### src/rtl/cascade_ack_sequencer_if.sv
`default_nettype none
// ============================================================================
// Module      : cascade_ack_sequencer_if
// Description : Bundles the configuration, priority-resolver, cascade and
//               data-bus signals of the 8259-style acknowledge sequencer.
//               modport slave  : view taken by the sequencer itself
//               modport master : view taken by whatever drives the sequencer
// Ports       : none (clock and reset stay plain ports on the sequencer)
// Revision    : 1.0 - initial release
// ============================================================================
interface cascade_ack_sequencer_if;
    logic       interrupt_acknowledge_n;
    logic       u8086_mode;
    logic       single_or_cascade_config;
    logic       slave_program_n;
    logic [7:0] cascade_device_config;
    logic       interrupt_valid;
    logic [2:0] highest_level;
    logic [4:0] vector_t7_t3;
    logic [2:0] address_a7_a5;
    logic [7:0] address_a15_a8;
    logic [2:0] cascade_in;
    logic [2:0] cascade_out;
    logic       cascade_out_enable;
    logic [7:0] data_out;
    logic       data_out_enable;
    logic       latch_in_service;
    logic       end_of_acknowledge;
    logic [1:0] control_state;

    modport slave (
        input  interrupt_acknowledge_n, u8086_mode, single_or_cascade_config,
               slave_program_n, cascade_device_config, interrupt_valid,
               highest_level, vector_t7_t3, address_a7_a5, address_a15_a8,
               cascade_in,
        output cascade_out, cascade_out_enable, data_out, data_out_enable,
               latch_in_service, end_of_acknowledge, control_state
    );

    modport master (
        output interrupt_acknowledge_n, u8086_mode, single_or_cascade_config,
               slave_program_n, cascade_device_config, interrupt_valid,
               highest_level, vector_t7_t3, address_a7_a5, address_a15_a8,
               cascade_in,
        input  cascade_out, cascade_out_enable, data_out, data_out_enable,
               latch_in_service, end_of_acknowledge, control_state
    );
endinterface
`default_nettype wire

### src/rtl/cascade_ack_sequencer.sv
`default_nettype none
// ============================================================================
// Module      : cascade_ack_sequencer
// Description : INTA# acknowledge sequencer of an 8259-style interrupt
//               controller. Tracks the two (8086) or three (8080) INTA#
//               pulses, captures the winning level, drives CAS2-0 as a
//               cascade master and places the vector bytes on the data bus.
// Ports       : clock    - single clock, state updates on its falling edge
//               reset_n  - synchronous active-low reset
//               bus      - cascade_ack_sequencer_if.slave: INTA#, ICW
//                          configuration, resolver winner, vector fields,
//                          CAS in/out, data bus drive, pulses, state
// Revision    : 1.0 - initial release
// ============================================================================
module cascade_ack_sequencer (
    input  wire logic              clock,
    input  wire logic              reset_n,
    cascade_ack_sequencer_if.slave bus
);

    typedef enum logic [1:0] {
        ST_READY = 2'd0,
        ST_ACK1  = 2'd1,
        ST_ACK2  = 2'd2,
        ST_ACK3  = 2'd3
    } state_t;

    localparam logic [7:0] CALL_OPCODE = 8'hCD;  // 8080 CALL instruction
    localparam logic [2:0] SPURIOUS_LEVEL = 3'b111;

    state_t     state_q, state_d;
    logic       inta_prev_q;
    logic [2:0] level_q, level_d;
    logic       selected_q, selected_d;

    logic       inta_fall, inta_rise;
    logic       is_master, cascade_mode, slave_target, drive_owner;
    logic       lis_c, eoa_c;
    logic [7:0] data_c;
    logic       data_en_c;
    logic [2:0] cas_c;
    logic       cas_en_c;

    // ------------------------------------------------------------------
    // State register (falling-edge clocked)
    // ------------------------------------------------------------------
    always_ff @(negedge clock) begin
        if (!reset_n) begin
            state_q     <= ST_READY;
            inta_prev_q <= 1'b1;
            level_q     <= 3'b000;
            selected_q  <= 1'b0;
        end else begin
            state_q     <= state_d;
            inta_prev_q <= bus.interrupt_acknowledge_n;
            level_q     <= level_d;
            selected_q  <= selected_d;
        end
    end

    assign inta_fall = inta_prev_q & ~bus.interrupt_acknowledge_n;
    assign inta_rise = ~inta_prev_q & bus.interrupt_acknowledge_n;

    assign is_master    = bus.slave_program_n | bus.single_or_cascade_config;
    assign cascade_mode = ~bus.single_or_cascade_config;
    // The captured level addresses a slave only when its ICW3 bit is set.
    assign slave_target = cascade_mode & is_master & bus.cascade_device_config[level_q];
    // A master yields the bus to the addressed slave; a slave drives only
    // if it recognised its ID on CAS at the first pulse.
    assign drive_owner  = is_master ? ~slave_target : selected_q;

    // ------------------------------------------------------------------
    // Next-state logic and acknowledge pulses
    // ------------------------------------------------------------------
    always_comb begin
        state_d    = state_q;
        level_d    = level_q;
        selected_d = selected_q;
        lis_c      = 1'b0;
        eoa_c      = 1'b0;
        case (state_q)
            ST_READY: begin
                if (inta_fall) begin
                    state_d    = ST_ACK1;
                    level_d    = bus.interrupt_valid ? bus.highest_level : SPURIOUS_LEVEL;
                    selected_d = (bus.cascade_in == bus.cascade_device_config[2:0]);
                    lis_c      = bus.interrupt_valid;
                end
            end
            ST_ACK1: begin
                if (inta_fall) begin
                    state_d = ST_ACK2;
                end
            end
            ST_ACK2: begin
                if (bus.u8086_mode) begin
                    if (inta_rise) begin
                        state_d    = ST_READY;
                        selected_d = 1'b0;
                        eoa_c      = 1'b1;
                    end
                end else if (inta_fall) begin
                    state_d = ST_ACK3;
                end
            end
            default: begin  // ST_ACK3: always the last pulse
                if (inta_rise) begin
                    state_d    = ST_READY;
                    selected_d = 1'b0;
                    eoa_c      = 1'b1;
                end
            end
        endcase
    end

    // ------------------------------------------------------------------
    // Data bus and CAS drive
    // ------------------------------------------------------------------
    always_comb begin
        data_c    = 8'h00;
        data_en_c = 1'b0;
        if (!bus.interrupt_acknowledge_n) begin
            case (state_q)
                ST_ACK1: begin
                    // The CALL opcode always comes from the master alone.
                    if (!bus.u8086_mode && is_master) begin
                        data_en_c = 1'b1;
                        data_c    = CALL_OPCODE;
                    end
                end
                ST_ACK2: begin
                    if (drive_owner) begin
                        data_en_c = 1'b1;
                        data_c    = bus.u8086_mode ? {bus.vector_t7_t3, level_q}
                                                   : {bus.address_a7_a5, level_q, 2'b00};
                    end
                end
                ST_ACK3: begin
                    if (!bus.u8086_mode && drive_owner) begin
                        data_en_c = 1'b1;
                        data_c    = bus.address_a15_a8;
                    end
                end
                default: begin
                    data_en_c = 1'b0;
                end
            endcase
        end
    end

    always_comb begin
        cas_c    = 3'b000;
        cas_en_c = 1'b0;
        if (slave_target && (state_q == ST_ACK1 || state_q == ST_ACK2)) begin
            cas_c    = level_q;
            cas_en_c = 1'b1;
        end
    end

    // Outputs are forced low while reset is asserted, even before the
    // reset has been sampled by a clock edge.
    assign bus.control_state      = reset_n ? state_q   : ST_READY;
    assign bus.data_out           = reset_n ? data_c    : 8'h00;
    assign bus.data_out_enable    = reset_n & data_en_c;
    assign bus.cascade_out        = reset_n ? cas_c     : 3'b000;
    assign bus.cascade_out_enable = reset_n & cas_en_c;
    assign bus.latch_in_service   = reset_n & lis_c;
    assign bus.end_of_acknowledge = reset_n & eoa_c;

endmodule
`default_nettype wire
### src/flat_wrapper.sv
// flat-port wrapper written by rule: the top's interface ports become plain ports
module cascade_ack_sequencer_flat 
  (clock, reset_n, bus_interrupt_acknowledge_n, bus_u8086_mode, bus_single_or_cascade_config, bus_slave_program_n, bus_cascade_device_config, bus_interrupt_valid, bus_highest_level, bus_vector_t7_t3, bus_address_a7_a5, bus_address_a15_a8, bus_cascade_in, bus_cascade_out, bus_cascade_out_enable, bus_data_out, bus_data_out_enable, bus_latch_in_service, bus_end_of_acknowledge, bus_control_state);
  cascade_ack_sequencer_if bus_i ();
  input  wire logic clock;
  input  wire logic reset_n;
  input wire logic [$bits(bus_i.interrupt_acknowledge_n)-1:0] bus_interrupt_acknowledge_n;
  input wire logic [$bits(bus_i.u8086_mode)-1:0] bus_u8086_mode;
  input wire logic [$bits(bus_i.single_or_cascade_config)-1:0] bus_single_or_cascade_config;
  input wire logic [$bits(bus_i.slave_program_n)-1:0] bus_slave_program_n;
  input wire logic [$bits(bus_i.cascade_device_config)-1:0] bus_cascade_device_config;
  input wire logic [$bits(bus_i.interrupt_valid)-1:0] bus_interrupt_valid;
  input wire logic [$bits(bus_i.highest_level)-1:0] bus_highest_level;
  input wire logic [$bits(bus_i.vector_t7_t3)-1:0] bus_vector_t7_t3;
  input wire logic [$bits(bus_i.address_a7_a5)-1:0] bus_address_a7_a5;
  input wire logic [$bits(bus_i.address_a15_a8)-1:0] bus_address_a15_a8;
  input wire logic [$bits(bus_i.cascade_in)-1:0] bus_cascade_in;
  output wire logic [$bits(bus_i.cascade_out)-1:0] bus_cascade_out;
  output wire logic [$bits(bus_i.cascade_out_enable)-1:0] bus_cascade_out_enable;
  output wire logic [$bits(bus_i.data_out)-1:0] bus_data_out;
  output wire logic [$bits(bus_i.data_out_enable)-1:0] bus_data_out_enable;
  output wire logic [$bits(bus_i.latch_in_service)-1:0] bus_latch_in_service;
  output wire logic [$bits(bus_i.end_of_acknowledge)-1:0] bus_end_of_acknowledge;
  output wire logic [$bits(bus_i.control_state)-1:0] bus_control_state;
  assign bus_i.interrupt_acknowledge_n = bus_interrupt_acknowledge_n;
  assign bus_i.u8086_mode = bus_u8086_mode;
  assign bus_i.single_or_cascade_config = bus_single_or_cascade_config;
  assign bus_i.slave_program_n = bus_slave_program_n;
  assign bus_i.cascade_device_config = bus_cascade_device_config;
  assign bus_i.interrupt_valid = bus_interrupt_valid;
  assign bus_i.highest_level = bus_highest_level;
  assign bus_i.vector_t7_t3 = bus_vector_t7_t3;
  assign bus_i.address_a7_a5 = bus_address_a7_a5;
  assign bus_i.address_a15_a8 = bus_address_a15_a8;
  assign bus_i.cascade_in = bus_cascade_in;
  assign bus_cascade_out = bus_i.cascade_out;
  assign bus_cascade_out_enable = bus_i.cascade_out_enable;
  assign bus_data_out = bus_i.data_out;
  assign bus_data_out_enable = bus_i.data_out_enable;
  assign bus_latch_in_service = bus_i.latch_in_service;
  assign bus_end_of_acknowledge = bus_i.end_of_acknowledge;
  assign bus_control_state = bus_i.control_state;
  cascade_ack_sequencer u_core (.clock(clock), .reset_n(reset_n), .bus(bus_i));
endmodule
### config.mk
export PLATFORM = sky130hd
export DESIGN_NAME = cascade_ack_sequencer_flat
export DESIGN_NICKNAME = d
export VERILOG_FILES = /design/src/rtl/cascade_ack_sequencer_if.sv /design/src/rtl/cascade_ack_sequencer.sv /design/src/flat_wrapper.sv
export SDC_FILE = /design/constraint.sdc
export NUM_CORES = 1
export LEC_CHECK = 0
export ABC_CLOCK_PERIOD_IN_PS = 3100
export CORE_MARGIN = 4
export CORE_UTILIZATION = 30
export CTS_CLUSTER_SIZE = 10
export DETAILED_ROUTE_END_ITERATION = 16
export PLACE_DENSITY = 0.65
export SYNTH_ARGS = -nofsm -noshare
export SYNTH_HDL_FRONTEND = slang
export SYNTH_SLANG_ARGS = --single-unit
### constraint.sdc
create_clock -name clock -period 3.1 [get_ports clock]
set_input_delay 0.465 -clock clock [delete_from_list [all_inputs] [get_ports clock]]
set_output_delay 0.465 -clock clock [all_outputs]
set_load 0.01 [all_outputs]
==> run notes, run 1 <==
run results: Synth Instances=121, switching pwr=170 uW, Antenna Nets Post-Route=0, Clock Buffer Count=3, Pre-Repair DR Iteration Count=4, global-route wire length before repair=6.02 mm, Largest logic family=simple AND/OR/NAND/NOR gates, setup TNS=-9.37 ns, critical path arrival=3.36 ns, met2 Track Usage GR=0.300, PortBufs=53, HPWL after detailed placement=2.76 mm, crit start category=flip-flop, CP top delay family=AND-OR/OR-AND gates, clock-cell share of area=0.0275, largest net degree at the start of global routing=14, HP Start=u_core.selected_q$_SDFFE_NN0P_, Log Warnings=39, WP buf/inv=1, Top cells by area=dfxtp_1, ha_1, nand4_1, mux2_2, nand3b_1, Leakage Power=0.841 nW, FILL cells=279, Crit. End Element=primary output, sequential share of power=0.239, initial antenna violation count=0, Crit. Startpoint=u_core.level_q[1]$_SDFFE_NN0P_, clk_lat worst skew=0.32 ns, met2 WL post-DR=1.71 mm, Mux area share=0.0945, crit path to=bus_data_out[6], final setup fails=15, number of global-route vias before repair=1338, worst slack at placement=-0.825 ns, Adder Share, Synth=0.0525, Post-CTS Resized=88, critical path class=reg -> out, status=finished, violations left, Flops after synth=7, final std cells w/o fill=255, P&R area growth vs syn=100%, capture point of the worst reg-to-reg path=u_core.selected_q$_SDFFE_NN0P_, seq_cells=7, Rows=20, synthesized cell area=953 um^2, inverter count=5, Top power group=combinational logic, CP cell instances=mux2_4, a2bb2oi_4, nand3_4, nand4_1, a41oi_2, buf_2, Worst Hold Path EP=u_core.selected_q$_SDFFE_NN0P_, dpl cell area=1760 um^2, failing checks=negative setup slack, Avg Cell Area, Syn=7.88 um^2, Largest register FFs=3, syn_nets=162, FP Util=0.312, worst vdd ir=0.127 mV, Post-CTS Setup Inserts=4, fraction of layout cells with a size suffix above 1=0.460, Die Height=64.4 um, Pint=291 uW, EDFF count, synth=0, slew margin rel.=0.746, final setup margin=-0.720 ns, Commonest cells post-synth=nor2_1, nand4_1, dfxtp_1, nand3_1, nand3b_1, top_reg_cell synth=dfxtp_1, GR met3 Demand/Resource=0.0562, GPL Wtd Cong=0.808, sequential cell power=110 uW, Max Clock Skew=0.0140 ns, cts hold-fix bufs=0, Largest cell class=logic gates, worst endpoint required time=2.63 ns, Comb. pwr=234 uW, most common cell after layout, fill and taps aside=clkdlybuf4s50_1, CTS Sinks=7
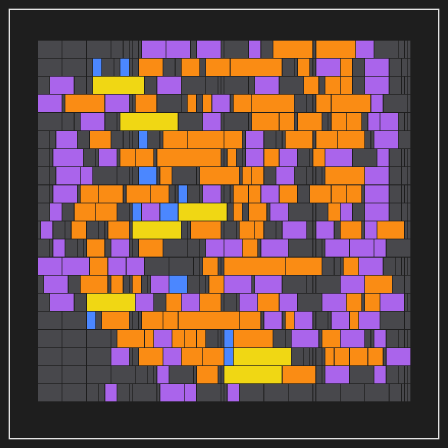
Fig. 1. Cells colored by class (run 1).
Fill, decap, tap and diode cells in gray.
Key: clock drivers and dummy loads = blue [cells 11, share of their area 2.8%]; combinational and other logic = orange [cells 105, share of their area 50%]; sequential cells = yellow [cells 7, share of their area 8.2%]; remaining buffers and delay cells = purple [cells 88, share of their area 39%]
final instance area: 1910 um^2
final core utilization: 0.625

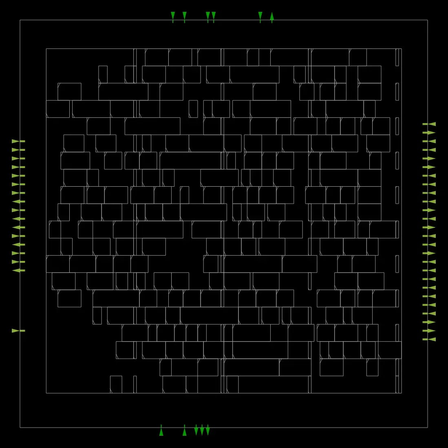
Fig. 2. Placed standard cells (run 1).
flop share of the area: 0.0799
Core Footprint: 3050 um^2

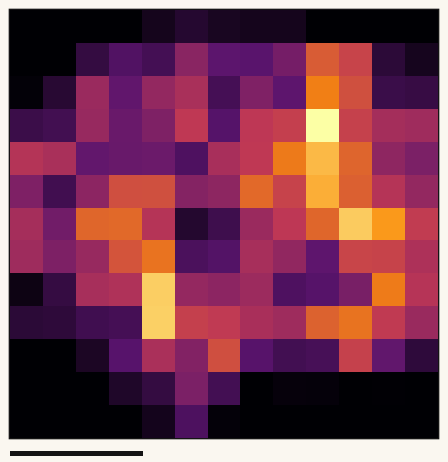
Fig. 3. Wiring heat map (run 1).
Scale bar: 20 um. 13 x 13 tiles, from black (low) to pale yellow (high), scaled to the fullest tile. Values are wire area over tile area, all layers added.
The emptiest ninth of the die: bottom left. The mean over all tiles is 0.15. The fullest tile reaches 0.48. The densest ninth of the die: right middle. 23% of the tiles are over half the peak.
GRT Total Usage: 0.179
via count: 1305
WL/cell: 14.4 um

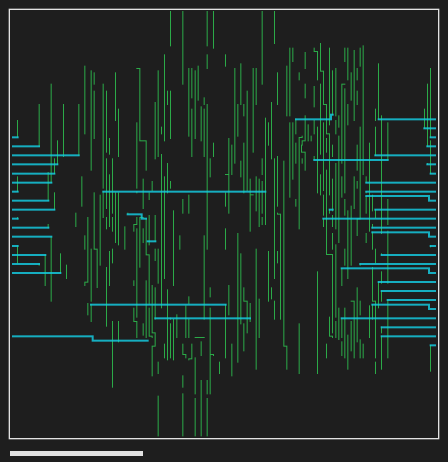
Fig. 4. Signal wires by layer (run 1).
Scale bar: 20 um. Two of the layers only.
Key: metal 2 = green [wire length 1710 um]; metal 3 = cyan [wire length 375 um]
total routed wirelength: 3.68 mm

==> run 2: changes to the inputs <==
--- a/config.mk
+++ b/config.mk
@@ -5,7 +5,6 @@
 export SDC_FILE = /design/constraint.sdc
 export NUM_CORES = 1
 export LEC_CHECK = 0
-export ABC_CLOCK_PERIOD_IN_PS = 3100
 export CORE_MARGIN = 4
 export CORE_UTILIZATION = 30
 export CTS_CLUSTER_SIZE = 10
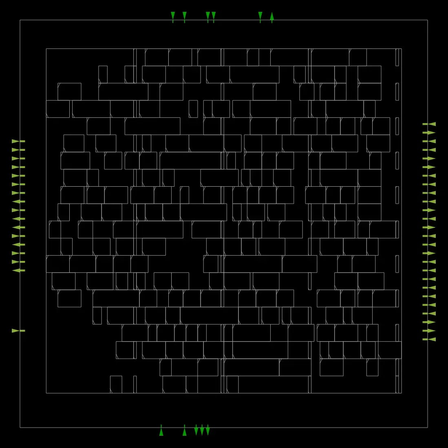
Fig. 5. Placed standard cells (run 2).
Rows: 20
final std cells w/o fill: 255
number of well taps: 44
FILL cells: 279
seq_cells: 7

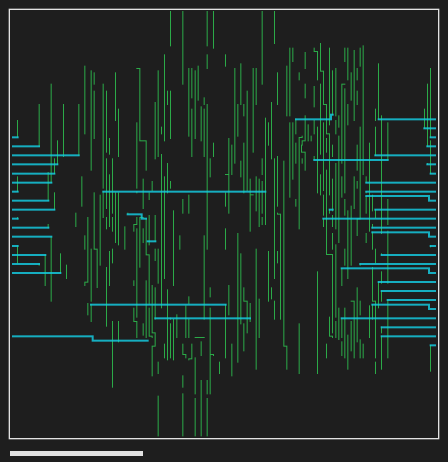
Fig. 6. Signal wires by layer (run 2).
Scale bar: 20 um. Two of the layers only.
Key: metal 2 = green [wire length 1710 um]; metal 3 = cyan [wire length 375 um]

==> run notes, run 2 <==
run results: Synth Instances=121, initial antenna violation count=0, most common cell after layout, fill and taps aside=clkdlybuf4s50_1, sequential share of power=0.239, Core Footprint=3050 um^2, Avg Cell Area, Syn=7.88 um^2, Top power group=combinational logic, Worst Hold Path EP=u_core.selected_q$_SDFFE_NN0P_, Crit. Startpoint=u_core.level_q[1]$_SDFFE_NN0P_, Die Height=64.4 um, Crit. End Element=primary output, met2 Track Usage GR=0.300, dpl cell area=1760 um^2, WL/cell=14.4 um, sequential cell power=110 uW, worst endpoint required time=2.63 ns, failing checks=negative setup slack, number of global-route vias before repair=1338, critical path class=reg -> out, Pint=291 uW, final setup margin=-0.720 ns, Leakage Power=0.841 nW, Post-CTS Setup Inserts=4, global-route wire length before repair=6.02 mm, crit start category=flip-flop, via count=1305, final setup fails=15, Mux area share=0.0945, syn_nets=162, Largest register FFs=3, Largest cell class=logic gates, status=finished, violations left, CTS Sinks=7, P&R area growth vs syn=100%, slew margin rel.=0.746, Antenna Nets Post-Route=0, EDFF count, synth=0, met2 WL post-DR=1.71 mm, Post-CTS Resized=88, Adder Share, Synth=0.0525, GRT Total Usage=0.179, Max Clock Skew=0.0140 ns, Largest logic family=simple AND/OR/NAND/NOR gates, total routed wirelength=3.68 mm, fraction of layout cells with a size suffix above 1=0.460, Flops after synth=7, critical path arrival=3.36 ns, worst vdd ir=0.127 mV, Comb. pwr=234 uW, CP cell instances=mux2_4, a2bb2oi_4, nand3_4, nand4_1, a41oi_2, buf_2
Power figures rest on the tool's default switching activity, not on a simulated workload.
